Fig. 1: run 1, wiring by layer
(3 px per micron) Two of the layers only.
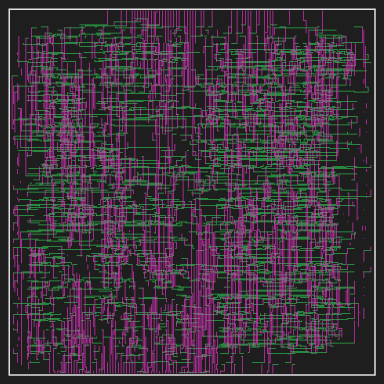
Fig. 2: run 1, zoomed window
Window x 41 to 81, y 41 to 81 microns. Cells in gray, sequential cells in the stronger gray; small squares are vias.
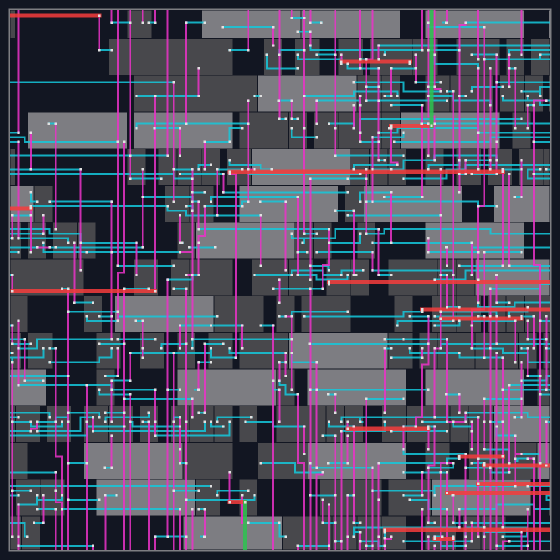
Fig. 3: run 1, pin map
(4 px per micron) Pins as bars across the die edge, other pins in gray.
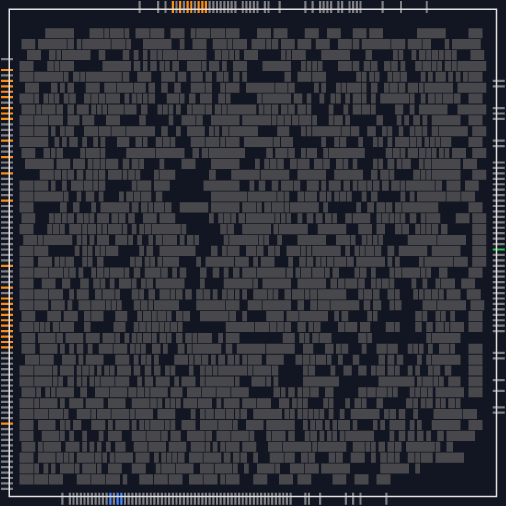
Fig. 4: run 1, placed standard cells
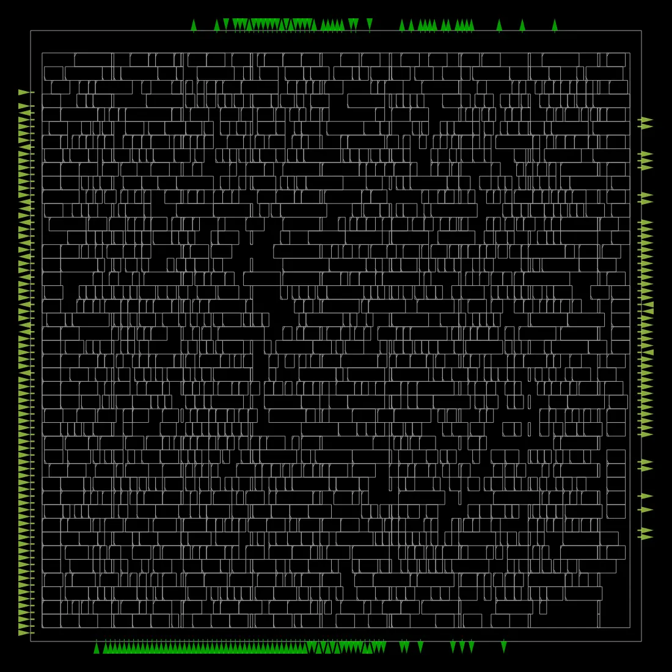
Design branch_resolve, sky130hd; sources not shown.
==> results.txt <==
yosys + openroad results -> r2r worst-path depth=13, fin. max-slew vios=0, Final Cycle Share=between 50% and 60%, n_taps=176, Max-Cap Viols=0, yosys aoi share=a little over a tenth, Async SR Flop Fraction=0%, floorplan-stage core utilization=a little over half, Initial DRT Pass Iterations=7, maximum vdd drop=about 0.14 mV, ys flop type=dfxtp_1, Synth cell types=around 40, register area=1980 sq um, CTS tree=built, final-layout clock-cell area share=around 2.9%, clock buffer depth=2, Yosys warnings=0, CTS sink cnt=a little under 100, yosys cell count=1100, Commonest Layout Cell=clkdlybuf4s50_1, P_int=0.00101 W, vias per cell=around 5.3, Dominant comb cell=simple AND/OR/NAND/NOR gates, Post-Synth Adder-Cell Area=6.23%, number of logic inverters in the finished layout=around 180, Net Sw Frac=approximately 29%, Remaining Overflow, GRT=0, core area=~13000 sq um, Nets=about 1.5k, P_sw=between 0.0004 and 0.0005 W, Slew HR=a little under 40%, Syn Inst Count=around 1.1k, Crit-path slowest cell=clkdlybuf4s50_1, YS chip area=roughly 7000 sq um, placed cells=between 1.5k and 2k, share of cells above drive strength 1=4.73%, Layout Cells excl Fill=1528, postcts setup bufs=0, Num CTS Buffers=9, Simple Share, Synth=a little under two fifths, non-clk buf share=between 20% and 30%, sequential power=roughly 0.0006 W, MI comb area=4200 sq um, cell class ranked first by area=combinational gates, Non-clk bufs=267, min cycle time layout=3570 ps, Root Driver=clkbuf_16, setup tns final=0 ps, Top Consumer=registers, P per Cell Area=approximately 140 nW/um^2, CP Buf/Inv Count=3, Clock Power Share=36.0%, P_comb=~0.00030 W, Synth Area in XOR/XNOR=5.98%, mux share=0%, sequential share of power=a little over two fifths, CP Capture Type=flip-flop, multi-input gates=788, HPWL after DPL=17900 microns, Post-synth EDFFs=0, critical path data arrival time=between 3000 and 4000 ps, most frequent cell after synthesis=nand2_1, DP Area=roughly 9600 sq um, Dominant cell area share=between 20% and 30%, outcome=finished clean, flip-flops=99, # clk buffers=9, Worst path most repeated cell=nand2_1, Detailed Route Iter0 Violations=498, register share after synthesis=roughly 28%, CTS H-tree lvls=3, Syn Area/Cell=around 6.4 sq um, Synth area leader=dfxtp_1, initial antenna violation count=0, WHS Path Cells=2, ANT nets after route=0, area grow syn2layout=40.8%, Hold Path Class=reg2reg, proportion of cell area occupied by multi-input gates=between 40% and 50%, critical path depth=17, r2r setup slk=~4400 ps, chip area=14700 sq um, Synth flops=approximately 99, cell area after layout=around 9900 sq um, WS Path Type=in2reg, Startpoint Class=primary input, crit path DRT=approximately 7000 ps, clock skew=roughly 16 ps, ANT cells=0, most instantiated cells after synthesis=229 x nand2_1, 177 x inv_1, 99 x dfxtp_1, 99 x nor2_1, 98 x nand3_1, final setup vio count=0, tool warnings=26, Max stage delay on crit path=approximately 450 ps, syn nets=roughly 1.3k, measured slew at the worst slew-check pin=roughly 910 ps, pre-CTS setup slack=~2800 ps, pin count of the biggest net entering global routing=19, Clock net power=slightly above 0.0005 W, final hold vios=0, first-pass GRT wire length=about 36000 microns, Max Fclk=approximately 280 MHz, Area contributors post-synth=dfxtp_1 28%, nand2_1 12%, inv_1 9.4%, nand3_1 7.0%, a21oi_1 6.7%, vias in the first global route=7717, unrepaired setup endpoints after global routing=false, P_leak=around 3.9 nW, Post-Syn Area=7030 sq um, Pwr Total=approximately 0.0014 W, final worst slack=about 3100 ps, Worst-path clk slew=~60 ps, combinational share of power=between 20% and 30%, CTS-repair resized insts=0, clk_lat worst skew=between 300 and 400 ps, Top Layout Cells=236 x clkdlybuf4s50_1, 229 x nand2_1, 177 x inv_1, crit path max fanout=10, drc violations=0, Post-CTS Hold Buffers=0, num ports=about 240, Worst path top cell family by delay=simple AND/OR/NAND/NOR gates, worst path cell trace=clkdlybuf4s50_1 -> inv_1 -> ha_1 -> nand2_2 -> nor2_4 -> nand2_2 -> nor3b_2 -> nand2_1 -> nand2_1 -> nand2_1 -> nand2_1 -> nor2_1 -> nor2_2 -> buf_4 -> nand3_1 -> nand3_1 -> a21oi_1, gp weighted congestion=roughly 0.96
About Fig. 1:
| color | layer | wire length |
|---|---|---|
| magenta | metal 2 | 10700 microns |
| green | metal 1 | 8930 microns |
via count: 8041
drt total wl: 21800 microns
routed length per instance: 14.2 microns
total track usage: 30.9%

About Fig. 2:
| color | layer |
|---|---|
| magenta | metal 2 |
| green | metal 4 |
| red | metal 3 |
| cyan | metal 1 |
most frequent: dfxtp_1 (25), a21oi_1 (23), nor2_1 (15)
sequential cells in the window: 25
cells with their middle in the window: 141

About Fig. 3:
| color | port | pins | direction | edge |
|---|---|---|---|---|
| green | `br_en` | 1 | output | right |
| blue | `cmpop` | 3 | input | bottom |
| orange | `pc` | 32 | input | 25 left, 7 top |
all pins by edge: 79 left, 69 bottom, 45 right, 44 top
die y size: 121 microns
DIE WIDTH: 121 microns
# port buffers: 236

About Fig. 4:
Seq area share: 20.0%
std cell rows: 42
# fillers: 1120

==> run 1: kinds of logic after synthesis <==
logic type | Yosys count
DFF | 99
xor gates and xnor gates | 48
and+or+nand+nor | 565
buffers and inverters | 213
adders and majority gates | 35
AOI/OAI and AO/OA | 140
==> run 1: through the flow <==
stage / hold slack [ps] / util (%)
2_1_floorplan: 455 / -
3_3_place_gp: 453 / 72.0
3_5_place_dp: 457 / 72.0
4_1_cts: 467 / 74.2
5_1_grt: 483 / 74.2
6_report: 464 / 74.2
==> run 1: routing by layer <==
layer	GRT usage (%)	part of all wire, %	vias to the layer above
met3	5.92	6.7	53
met2	52.4	49	295
li1	-	-	4080
met1	36.3	41	3613
met5	-	0	-
met4	11.5	3.1	0
Power is estimated from default activity; no workload was simulated.
